### config.mk
export PLATFORM = sky130hd
export DESIGN_NAME = draw_grid_region
export DESIGN_NICKNAME = d
export VERILOG_FILES = /design/src/rtl/draw_pkg.sv /design/src/rtl/draw_grid_region_fill_cell.sv /design/src/rtl/draw_grid_region.sv
export SDC_FILE = /design/constraint.sdc
export NUM_CORES = 1
export LEC_CHECK = 0
export ABC_AREA = 1
export CORE_MARGIN = 5
export CORE_UTILIZATION = 55
export CTS_BUF_LIST = sky130_fd_sc_hd__clkbuf_16
export DETAILED_ROUTE_END_ITERATION = 10
export PLACE_DENSITY_LB_ADDON = 0.08
export SYNTH_ARGS = -nofsm -noshare
export SYNTH_HDL_FRONTEND = slang
export SYNTH_SLANG_ARGS = --single-unit
export TNS_END_PERCENT = 1
### constraint.sdc
create_clock -name clock -period 2.5 [get_ports clock]
set_input_delay 0.25 -clock clock [delete_from_list [all_inputs] [get_ports clock]]
set_output_delay 0.25 -clock clock [all_outputs]
set_load 0.01 [all_outputs]
### src/rtl/draw_pkg.sv
// Shared definitions for the grid region renderer: FSM states and default VGA widths.
package draw_pkg;

    localparam int DEF_VGA_X_BITS  = 9;
    localparam int DEF_VGA_Y_BITS  = 8;
    localparam int DEF_COLOUR_BITS = 3;

    typedef enum logic [2:0] {
        IDLE,
        LOAD,
        FETCH,
        READ,
        FILL,
        NEXT,
        DONE
    } state_t;

endpackage

### src/rtl/draw_grid_region_fill_cell.sv
// Paints one CELLxCELL square: latches base position and colour on start,
// then steps a row-major pixel counter while enable is high.
module fill_cell #(
    parameter int CELL_LOG2   = 2,
    parameter int X_BITS      = 9,
    parameter int Y_BITS      = 8,
    parameter int COLOUR_BITS = 3
) (
    input  logic                   clock,
    input  logic                   reset,
    input  logic                   start,
    input  logic                   enable,
    input  logic [X_BITS-1:0]      base_x,
    input  logic [Y_BITS-1:0]      base_y,
    input  logic [COLOUR_BITS-1:0] colour,
    output logic [X_BITS-1:0]      pix_x,
    output logic [Y_BITS-1:0]      pix_y,
    output logic [COLOUR_BITS-1:0] pix_colour,
    output logic                   pix_write,
    output logic                   last
);

    localparam int IDX_W = 2 * CELL_LOG2;

    // {py, px}: px is the low half so a plain increment gives row-major order
    logic [IDX_W-1:0]       pix_idx;
    logic [X_BITS-1:0]      base_x_r;
    logic [Y_BITS-1:0]      base_y_r;
    logic [COLOUR_BITS-1:0] colour_r;

    always_ff @(posedge clock) begin
        if (!reset) begin
            pix_idx  <= '0;
            base_x_r <= '0;
            base_y_r <= '0;
            colour_r <= '0;
        end else if (start) begin
            pix_idx  <= '0;
            base_x_r <= base_x;
            base_y_r <= base_y;
            colour_r <= colour;
        end else if (enable) begin
            pix_idx <= pix_idx + IDX_W'(1);
        end
    end

    assign pix_x      = base_x_r + X_BITS'(pix_idx[CELL_LOG2-1:0]);
    assign pix_y      = base_y_r + Y_BITS'(pix_idx[IDX_W-1:CELL_LOG2]);
    assign pix_colour = colour_r;
    assign pix_write  = enable;
    assign last       = &pix_idx;

endmodule

### src/rtl/draw_grid_region.sv
// Region redraw engine: walks a sub-rectangle of the game grid and paints each cell.
// Optional DRAW_GRID_SKIP_BG_EN adds bg_colour and skips cells that match it.
module draw_grid_region
    import draw_pkg::*;
#(
    parameter int GRID_W      = 128,
    parameter int GRID_H      = 64,
    parameter int CELL_LOG2   = 2,
    parameter int X_OFFSET    = 0,
    parameter int Y_OFFSET    = 0,
    parameter int VGA_X_BITS  = DEF_VGA_X_BITS,
    parameter int VGA_Y_BITS  = DEF_VGA_Y_BITS,
    parameter int COLOUR_BITS = DEF_COLOUR_BITS,
    parameter int GX_BITS     = $clog2(GRID_W),
    parameter int GY_BITS     = $clog2(GRID_H)
) (
    input  logic                   clock,
    input  logic                   reset,
    input  logic                   start,
    input  logic [GX_BITS-1:0]     region_x0,
    input  logic [GX_BITS-1:0]     region_x1,
    input  logic [GY_BITS-1:0]     region_y0,
    input  logic [GY_BITS-1:0]     region_y1,
`ifdef DRAW_GRID_SKIP_BG_EN
    input  logic [COLOUR_BITS-1:0] bg_colour,
`endif
    output logic                   busy,
    output logic                   done,
    output logic [GX_BITS-1:0]     grid_x,
    output logic [GY_BITS-1:0]     grid_y,
    input  logic [COLOUR_BITS-1:0] grid_out,
    output logic [VGA_X_BITS-1:0]  vga_x,
    output logic [VGA_Y_BITS-1:0]  vga_y,
    output logic [COLOUR_BITS-1:0] vga_colour,
    output logic                   vga_write
);

    localparam logic [GX_BITS-1:0] X_MAX = GX_BITS'(GRID_W - 1);
    localparam logic [GY_BITS-1:0] Y_MAX = GY_BITS'(GRID_H - 1);

    state_t               state, state_n;
    logic [GX_BITS-1:0]   cx, x0_r, x1_r, x1_clamp;
    logic [GY_BITS-1:0]   cy, y1_r, y1_clamp;
    logic                 empty_region, skip_cell, fill_last;
    logic                 fill_start, fill_en;
    logic [VGA_X_BITS-1:0] base_x;
    logic [VGA_Y_BITS-1:0] base_y;

    assign x1_clamp     = (region_x1 > X_MAX) ? X_MAX : region_x1;
    assign y1_clamp     = (region_y1 > Y_MAX) ? Y_MAX : region_y1;
    assign empty_region = (region_x0 > x1_clamp) || (region_y0 > y1_clamp);

`ifdef DRAW_GRID_SKIP_BG_EN
    assign skip_cell = (grid_out == bg_colour);
`else
    assign skip_cell = 1'b0;
`endif

    always_ff @(posedge clock) begin
        if (!reset) begin
            state <= IDLE;
            cx    <= '0;
            cy    <= '0;
            x0_r  <= '0;
            x1_r  <= '0;
            y1_r  <= '0;
        end else begin
            state <= state_n;
            if (state == LOAD) begin
                x0_r <= region_x0;
                x1_r <= x1_clamp;
                y1_r <= y1_clamp;
                cx   <= region_x0;
                cy   <= region_y0;
            end else if (state == NEXT) begin
                if (cx < x1_r) begin
                    cx <= cx + GX_BITS'(1);
                end else if (cy < y1_r) begin
                    cx <= x0_r;
                    cy <= cy + GY_BITS'(1);
                end
            end
        end
    end

    always_comb begin
        state_n = state;
        case (state)
            IDLE:    if (start) state_n = LOAD;
            LOAD:    state_n = empty_region ? DONE : FETCH;
            FETCH:   state_n = READ;
            READ:    state_n = skip_cell ? NEXT : FILL;
            FILL:    if (fill_last) state_n = NEXT;
            NEXT:    state_n = ((cx < x1_r) || (cy < y1_r)) ? FETCH : DONE;
            DONE:    state_n = IDLE;
            default: state_n = IDLE;
        endcase
    end

    assign busy   = (state != IDLE) && (state != DONE);
    assign done   = (state == DONE);
    assign grid_x = cx;
    assign grid_y = cy;

    // Screen origin of the current cell, wrapping at the port widths
    assign base_x = VGA_X_BITS'(X_OFFSET) + (VGA_X_BITS'(cx) << CELL_LOG2);
    assign base_y = VGA_Y_BITS'(Y_OFFSET) + (VGA_Y_BITS'(cy) << CELL_LOG2);

    assign fill_start = (state == READ);
    assign fill_en    = (state == FILL);

    fill_cell #(
        .CELL_LOG2  (CELL_LOG2),
        .X_BITS     (VGA_X_BITS),
        .Y_BITS     (VGA_Y_BITS),
        .COLOUR_BITS(COLOUR_BITS)
    ) u_fill_cell (
        .clock     (clock),
        .reset     (reset),
        .start     (fill_start),
        .enable    (fill_en),
        .base_x    (base_x),
        .base_y    (base_y),
        .colour    (grid_out),
        .pix_x     (vga_x),
        .pix_y     (vga_y),
        .pix_colour(vga_colour),
        .pix_write (vga_write),
        .last      (fill_last)
    );

endmodule

**Run 1: cell placement**

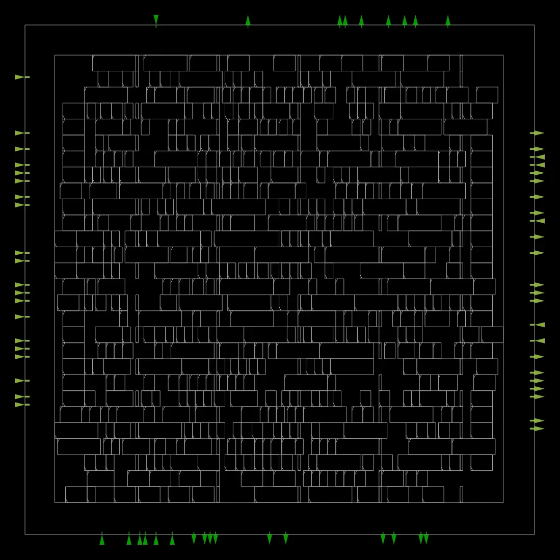
sequential cell area share: 0.274
Finished Layout Cells: 609

**Run 1: the metal 2 layer**

Scale bar: 20 um.
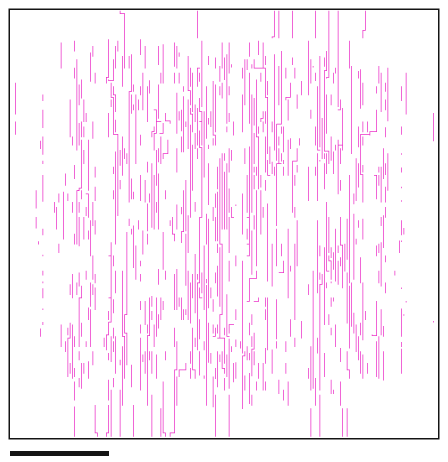
main direction = vertical
longest straight run = 24.3 um
wire length on this layer = 3240 um
share of all routed wire = 45%

**Run 1: where the registers sit**

Other sequential cells in the stronger grey, the rest of the logic in the fainter grey.
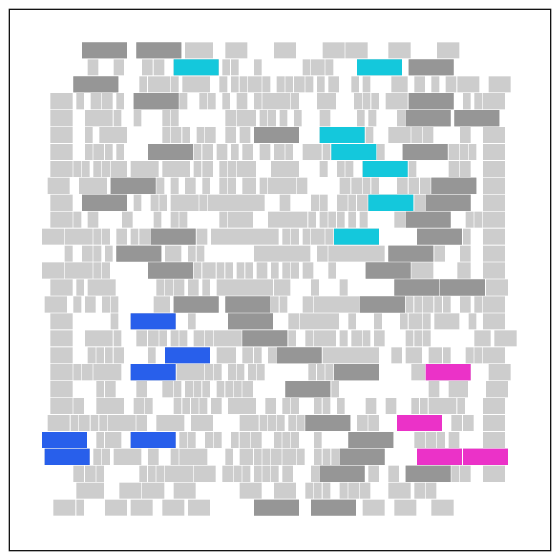
`grid_x` -> cyan  # flops 7
`u_fill_cell.pix_idx` -> magenta  # flops 4, where south-east
`y1_r` -> blue  # flops 6, where south-west
not coloured = 39

**Run 1: nets reached from selected ports**

Scale bar: 20 um.
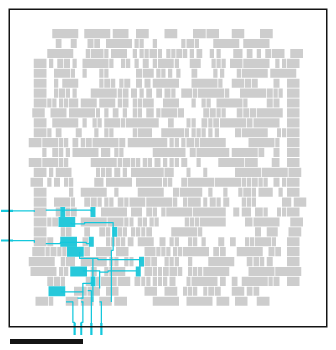
`region_y0` -> cyan  # bits 6, direction input, edge 4 south, 2 west, end cells 12, buffers 6, wire 172 um

==> flow_metrics.tcl, run 1 <==
# flow metrics
set metrics [dict create \
    io_buffers 67 \
    cp.required_ps 2730 \
    logic_gates 327 \
    place_area_sq_um 3920 \
    outcome "completed" \
    drive_above_1_share 0.0468 \
    critical_path.max_stage_delay_ps 530 \
    flops 56 \
    pwr-share-clk 0.173 \
    p_sw_mw 1.93 \
    cts.sink_count 56 \
    cts_buffers 5 \
    top_cells_by_count "nand2_1 (109), inv_1 (70), nor2_1 (58)" \
    slew_viol_final 0 \
    postLayoutCellArea_sq_um 4090 \
    grt_pass1_vias 2746 \
    ys_cells 474 \
    p_int_mw 2.53 \
    synth_cell_types 34 \
    sw_frac_of_total 0.433 \
    max_freq_ghz 0.493 \
    rsz0062_at_grt "false" \
    mux_share 0 \
    p_seq_frac 0.308 \
    hold_viol_final 0 \
    n_all_buffers 69 \
    antenna_found_initial 0 \
    min_from "x0_r[3]$_SDFFE_PN0P_" \
    area_growth_pct 26.4 \
    avgSynthCellArea_sq_um 6.83 \
]
==> run 2: changes to the inputs <==
--- a/config.mk
+++ b/config.mk
@@ -7,7 +7,7 @@
 export LEC_CHECK = 0
 export ABC_AREA = 1
 export CORE_MARGIN = 5
-export CORE_UTILIZATION = 55
+export CORE_UTILIZATION = 51
 export CTS_BUF_LIST = sky130_fd_sc_hd__clkbuf_16
 export DETAILED_ROUTE_END_ITERATION = 10
 export PLACE_DENSITY_LB_ADDON = 0.08
==> constraint.sdc (replaced) <==
create_clock -name clock -period 1.9 [get_ports clock]
set_input_delay 0.19 -clock clock [delete_from_list [all_inputs] [get_ports clock]]
set_output_delay 0.19 -clock clock [all_outputs]
set_load 0.01 [all_outputs]
**Run 2: nets reached from selected ports**

Scale bar: 20 um.
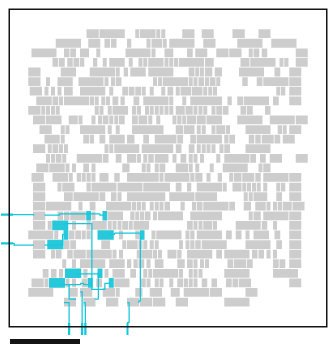
`region_y0` -> cyan  # bits 6, direction input, edge 4 south, 2 west, end cells 12, buffers 6, wire 163 um

**Run 2: cell placement**

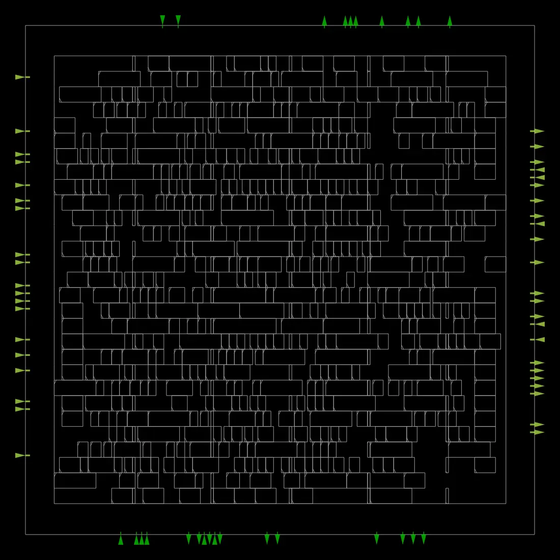
# rows: 29
Fill cells: 562
final core utilization: 0.672
core area: 6280 sq um
Tap Cells: 77

==> flow_metrics.tcl, run 2 <==
# flow metrics
set metrics [dict create \
    area_growth_pct 30.3 \
    synth_cell_types 34 \
    place_area_sq_um 4050 \
    cp.required_ps 1710 \
    max_freq_ghz 0.562 \
    sw_frac_of_total 0.425 \
    p_seq_frac 0.276 \
    avgSynthCellArea_sq_um 6.83 \
    p_int_mw 3.60 \
    antenna_found_initial 0 \
    mux_share 0 \
    hold_viol_final 0 \
    cts_buffers 5 \
    seq_share 0.266 \
    slew_viol_final 0 \
    min_from "region_y1[2]" \
    critical_path.max_stage_delay_ps 570 \
    holdPathStages 3 \
    outcome "completed" \
    p_sw_mw 2.67 \
    clockNetworkAreaShare 0.0385 \
    fin_cells 626 \
    io_buffers 67 \
    drive_above_1_share 0.0765 \
    logic_gates 327 \
    n_all_buffers 84 \
    pwr-share-clk 0.165 \
]
No activity file was given, so power comes from the tool's default toggle rates.
